clock_nets.png
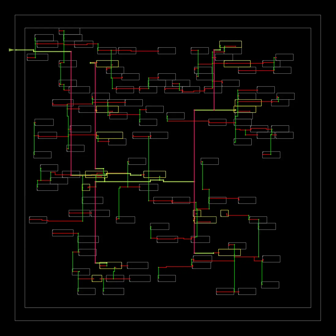
sizing.png
Bar = 50 um.
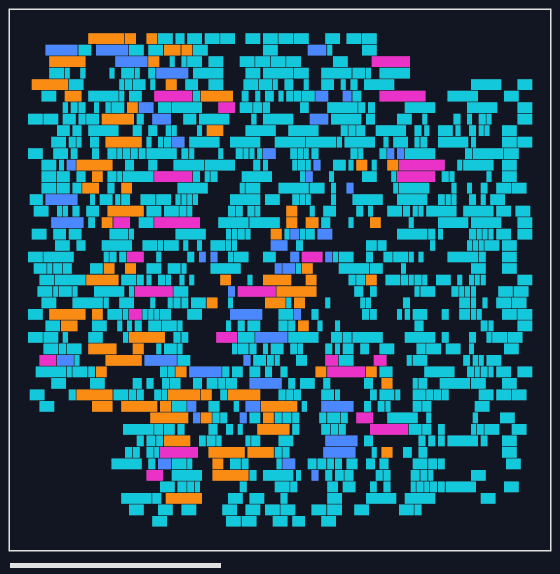
port_trees.png
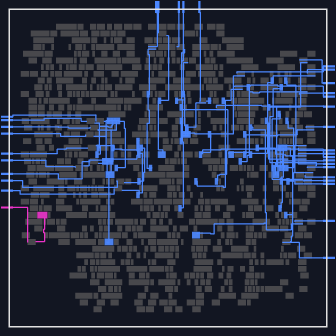
$ cat src/rtl/pc_gen.sv
`default_nettype none
// ============================================================================
//  Module   : pc_gen
//  Brief    : Program-counter generator feeding the fetch stage. Boot delay,
//             halt/resume, trap/jump redirect, misaligned-target rejection
//             and an executed-instruction counter.
//  Revision : 1.0  initial release
// ============================================================================
module pc_gen #(
    parameter int                ADDR_W      = 32,
    parameter logic [ADDR_W-1:0] RESET_VEC   = '0,
    parameter int                BOOT_CYCLES = 2
) (
    input  logic              clk_i,
    input  logic              rst_i,
    input  logic              hold_i,
    input  logic              jump_en_i,
    input  logic [ADDR_W-1:0] jump_addr_i,
    input  logic              trap_en_i,
    input  logic [ADDR_W-1:0] trap_addr_i,
    input  logic              halt_i,
    input  logic              resume_i,
    output logic [ADDR_W-1:0] instr_addr_o,
    output logic              instr_valid_o,
    output logic              misalign_o,
    output logic [ADDR_W-1:0] misalign_addr_o,
    output logic [1:0]        state_o,
    output logic [31:0]       instr_cnt_o
);

    localparam int                c_BOOT_W    = (BOOT_CYCLES > 1) ? $clog2(BOOT_CYCLES) : 1;
    localparam logic [c_BOOT_W-1:0] c_BOOT_LAST = c_BOOT_W'(BOOT_CYCLES - 1);
    localparam logic [ADDR_W-1:0] c_PC_STEP   = ADDR_W'(4);
    localparam logic [ADDR_W-1:0] c_ALIGN_MSK = ~ADDR_W'(3);

    typedef enum logic [1:0] {
        ST_RST  = 2'b00,
        ST_BOOT = 2'b01,
        ST_RUN  = 2'b10,
        ST_HALT = 2'b11
    } state_t;

    state_t              r_state;
    state_t              w_state_nxt;
    logic [c_BOOT_W-1:0] r_boot_cnt;
    logic [c_BOOT_W-1:0] w_boot_cnt_nxt;
    logic [ADDR_W-1:0]   r_pc;
    logic [ADDR_W-1:0]   w_pc_nxt;
    logic                r_misalign;
    logic                w_misalign_nxt;
    logic [ADDR_W-1:0]   r_misalign_addr;
    logic [ADDR_W-1:0]   w_misalign_addr_nxt;
    logic [31:0]         r_instr_cnt;
    logic [31:0]         w_instr_cnt_nxt;
    logic                w_run;
    logic                w_valid;
    logic                w_jump_misaligned;

    assign w_run             = (r_state == ST_RUN);
    assign w_valid           = w_run & ~hold_i;
    assign w_jump_misaligned = (jump_addr_i[1:0] != 2'b00);

    // Next state; halt beats resume in RUN, resume is only honoured in HALT.
    always_comb begin
        w_state_nxt    = r_state;
        w_boot_cnt_nxt = r_boot_cnt;
        case (r_state)
            ST_RST: begin
                w_state_nxt    = ST_BOOT;
                w_boot_cnt_nxt = '0;
            end
            ST_BOOT: begin
                if (r_boot_cnt == c_BOOT_LAST) begin
                    w_state_nxt = ST_RUN;
                end else begin
                    w_boot_cnt_nxt = r_boot_cnt + c_BOOT_W'(1);
                end
            end
            ST_RUN: begin
                if (halt_i) begin
                    w_state_nxt = ST_HALT;
                end
            end
            ST_HALT: begin
                if (resume_i) begin
                    w_state_nxt = ST_RUN;
                end
            end
            default: w_state_nxt = ST_RST;
        endcase
    end

    // Next PC; redirects are evaluated before hold so a stalled redirect is kept.
    always_comb begin
        w_pc_nxt            = r_pc;
        w_misalign_nxt      = 1'b0;
        w_misalign_addr_nxt = r_misalign_addr;
        if (w_run) begin
            if (trap_en_i) begin
                w_pc_nxt = trap_addr_i & c_ALIGN_MSK;
            end else if (jump_en_i) begin
                if (w_jump_misaligned) begin
                    w_misalign_nxt      = 1'b1;
                    w_misalign_addr_nxt = jump_addr_i;
                end else begin
                    w_pc_nxt = jump_addr_i;
                end
            end else if (!hold_i) begin
                w_pc_nxt = r_pc + c_PC_STEP;
            end
        end
    end

    always_comb begin
        w_instr_cnt_nxt = r_instr_cnt;
        if (w_valid) begin
            w_instr_cnt_nxt = r_instr_cnt + 32'd1;
        end
    end

    always_ff @(posedge clk_i) begin
        if (rst_i) begin
            r_state         <= ST_RST;
            r_boot_cnt      <= '0;
            r_pc            <= RESET_VEC;
            r_misalign      <= 1'b0;
            r_misalign_addr <= '0;
            r_instr_cnt     <= '0;
        end else begin
            r_state         <= w_state_nxt;
            r_boot_cnt      <= w_boot_cnt_nxt;
            r_pc            <= w_pc_nxt;
            r_misalign      <= w_misalign_nxt;
            r_misalign_addr <= w_misalign_addr_nxt;
            r_instr_cnt     <= w_instr_cnt_nxt;
        end
    end

    assign instr_addr_o    = r_pc;
    assign instr_valid_o   = w_valid;
    assign misalign_o      = r_misalign;
    assign misalign_addr_o = r_misalign_addr;
    assign state_o         = r_state;
    assign instr_cnt_o     = r_instr_cnt;

endmodule
`default_nettype wire

$ cat config.mk
export PLATFORM = sky130hd
export DESIGN_NAME = pc_gen
export DESIGN_NICKNAME = d
export VERILOG_FILES = /design/src/rtl/pc_gen.sv
export SDC_FILE = /design/constraint.sdc
export NUM_CORES = 1
export LEC_CHECK = 0
export CAP_MARGIN = 20
export CORE_MARGIN = 4
export CORE_UTILIZATION = 35
export DETAILED_ROUTE_END_ITERATION = 8
export GPL_TIMING_DRIVEN = 0
export HOLD_SLACK_MARGIN = 0.03
export PLACE_DENSITY = 0.64
export SETUP_SLACK_MARGIN = 0.15
export SYNTH_ARGS = -nofsm -noshare
export SYNTH_HDL_FRONTEND = slang
export SYNTH_SLANG_ARGS = --single-unit
$ cat constraint.sdc
create_clock -name clk_i -period 2.05 [get_ports clk_i]
set_input_delay 0.41 -clock clk_i [delete_from_list [all_inputs] [get_ports clk_i]]
set_output_delay 0.41 -clock clk_i [all_outputs]
set_load 0.005 [all_outputs]
==> results.tsv <==
stage	metric	value	unit
critical_path	Slowest cell on crit path	or4_4	
power_and_ir_drop	combinational power	0.518	mW
final_timing	max_slew headroom	48.4	%
detailed_routing	DR WL/cell	19.9	um
detailed_routing	Avg Vias per Cell	5.58	
power_and_ir_drop	Total Power	4.55	mW
final_timing	Setup WS post-layout	0.104	ns
clock_tree	CTS resizes	101	
clock_tree	clock sink count	100	
detailed_routing	Iter 0 DRT Violations	517	
grt	vias in the first global route	5813	
final_timing	Final Cycle Share	94.9	%
detailed_routing	DR vias	5888	
critical_path	crit path DAT	2.24	ns
power_and_ir_drop	Leak Pwr	2.80	nW
place	GP Congestion	0.903	
yosys	Post-synth top flop	dfxtp_1	
critical_path	Worst setup EP type	register	
die	DIE AREA	16300	um^2
yosys	synthesized instance count	665	
final_timing	final hold violations	0	
grt	GRT Residual Overflow	0	
yosys	Post-synth EDFFs	0	
min_path	Min-Delay Path Class	in -> reg	
yosys	ys cells	665	
yosys	FF+latch count, synth	100	
yosys	yosys warns	0	
yosys	Synth Area in Adders	0.498	%
detailed_routing	DRT Pass-1 Iters	6	
cells_and_area	post-layout net count	943	
yosys	Synth mux share	2.22	%
clock_tree	post-CTS setup buffer count	24	
place	Post-DP Area	6960	um^2
detailed_routing	Post-Route M1 WL	8790	um
place	pre-CTS WS	-0.953	ns
final_timing	Tmin final	1.95	ns
die	placeable core region	14000	um^2
yosys	Mapped Area	5030	um^2
grt	largest net degree at the start of global routing	19	
run	maxcap violations	0	
place	placed cells	1012	
grt	GR Util All Layers	24.9	%
detailed_routing	top layer reached by signal wires	met4	
cells_and_area	P&R area growth vs syn	56.1	%
grt	first-pass GRT wire length	31700	um
power_and_ir_drop	Pwr top	the clock network	
critical_path	Setup CP Type	reg -> reg	
die	die height	128	um
power_and_ir_drop	switching share of power	24.9	%
critical_path	critical path launch point type	register	
cells_and_area	post-route insts no fill	1055	
final_timing	FMAX	0.514	GHz
yosys	Mapped Avg Cell Area	7.56	um^2
yosys	Seq share, synth	39.8	%
clock_tree	hold-fix buffer count after cts	0	
cells_and_area	Top cell excl fill/tap	clkdlybuf4s50_1	
grt	initial antenna violation count	0	
cells_and_area	Top cells excl fill/tap	clkdlybuf4s50_1, nand2_1, a21oi_1, dfxtp_1	
final_timing	Worst Tran Pin Value	0.774	ns
clock_tree	CTS Buffer Depth	2	
detailed_routing	number of nets with antenna violations after routing	0	
cells_and_area	final cell utilization of the core	56.1	%
final_timing	Slew Viols, Final	0	
power_and_ir_drop	Clock power frac	45.2	%
final_timing	endpoints failing setup	0	
detailed_routing	wire length on met2	9590	um
final_timing	hold slack	0.456	ns
die	FP Util	35.9	%
run_status	status	complete, no violations	
power_and_ir_drop	sequential power	1.97	mW
power_and_ir_drop	Net Sw Power	1.13	mW
power_and_ir_drop	Comb pwr share	11.4	%
place	Detail Placement HPWL	15200	um
final_timing	clk_skew	0.0113	ns
yosys	ys async rst share	0	%
final_timing	setup_tns	0	ns
final_timing	RSZ-0062 raised after global routing	yes	
power_and_ir_drop	internal cell power	3.41	mW
detailed_routing	met3 routed WL	1920	um
yosys	Top non-seq family	simple AND/OR/NAND/NOR gates	
cells_and_area	Antenna diodes	0	
die	Horiz. Die Dim	128	um
critical_path	Cell Chain, Critical Path	and4_4 > nand4_4 > or4_4 > buf_6 > or3_1 > a21oi_2	
clock_tree	CTS tree	yes	
critical_path	FF-to-FF setup slack	0.10	ns
run	Tool Warnings	31	
detailed_routing	DRC	0	
yosys	Synth Area in XOR/XNOR	4.18	%
die	# rows	43	
yosys	AO/OA Area Share	19.8	%
power_and_ir_drop	PD cells	580	nW/um^2
yosys	Net Count, Synth	738	
yosys	post-synth area from yosys stat	5030	um^2
power_and_ir_drop	VDD IR max	0.000474	V
yosys	Simple-Gate Fraction of Synth Area	29.6	%
detailed_routing	Post-Route WL	20900	um
clock_tree	H-tree Lvls	3	
clock_tree	Root Buffer	clkbuf_16	
clock_tree	CTS clock-pin slew for the worst setup and hold paths	0.07	ns
yosys	Netlist cell types	51	
power_and_ir_drop	part of the power in registers	43.4	%
critical_path	crit path DRT	2.34	ns
critical_path	CP peak stage delay	0.53	ns
-- clock_nets.png (at the start) --
Num CTS Buffers: 9
P_clk: 2.06 mW
clk latency late pin: 0.36 ns

-- sizing.png (at the start) --
- blue: x2 (cells 48)
- magenta: x6 and larger (cells 23)
- orange: x3 and x4 (cells 72)
- cyan: x1 and smaller (cells 732)
fin area: 7850 um^2
Non-clk bufs: 237

-- port_trees.png (at the start) --
- magenta: resume_i (bits 1; direction input; edge west; end cells 1; buffers 1; wire 35.2 um)
- blue: jump_addr_i (bits 32; direction input; edge 18 east, 9 west, 5 north; end cells 65; buffers 32; wire 2140 um)
Ports: 171
Port-buffer cells: 167

synth_stat cells (11+ instances only):
library cell / count / share of area (%)
nand4_1: 15 / 1.9
and3_1: 11 / 1.4
nor3_1: 12 / 1.2
nor2_1: 48 / 3.6
o21ai_0: 51 / 5.1
nand2_1: 133 / 9.9
a21oi_1: 82 / 8.2
xnor2_1: 14 / 2.4
dfxtp_1: 100 / 40
clkbuf_1: 37 / 2.8
nand3_1: 25 / 2.5
area by class of cell:
cell class	instances	area (um^2)
Fill cell	1308	6140
Multi-Input combinational cell	515	3020
Sequential cell	100	2080
Timing Repair Buffer	195	1880
Buffer	42	264
Clock buffer	9	225
Tap cell	180	225
Clock inverter	7	128
Inverter	7	26.3
sequential cells by signal, summed over array words and instances, names as in the netlist:
register         count
misalign_o           1
misalign_addr_o     32
instr_addr_o        32
state_o              2
instr_cnt_o         32
r_boot_cnt           1
worst max-delay path, delay by kind of cell, from the launching register on:
| kind | cells | cell delay [ns] |
|---|---|---|
| buffers and inverters | 1 | 0.14 |
| flip-flops | 1 | 0.38 |
| AND/OR/NAND/NOR | 4 | 1.23 |
| AND-OR/OR-AND | 1 | 0.12 |
metal layers:
metal	GRT usage (%)	vias up
li1	-	2779
met1	31.2	2766
met2	40.0	293
met3	7.46	50
met4	10.2	0
met5	0	-
worst paths after layout:
path | start | to | cells past startpoint
hold / removal | hold_i | instr_cnt_o[1]$_SDFFE_PP0P_ | 3
setup / recovery | instr_cnt_o[6]$_SDFFE_PP0P_ | instr_cnt_o[25]$_SDFFE_PP0P_ | 6
hold reg to reg | misalign_addr_o[14]$_SDFFE_PP0P_ | misalign_addr_o[14]$_SDFFE_PP0P_ | 2
setup reg to reg | instr_cnt_o[6]$_SDFFE_PP0P_ | instr_cnt_o[25]$_SDFFE_PP0P_ | 6
Power and IR drop assume default switching activity.
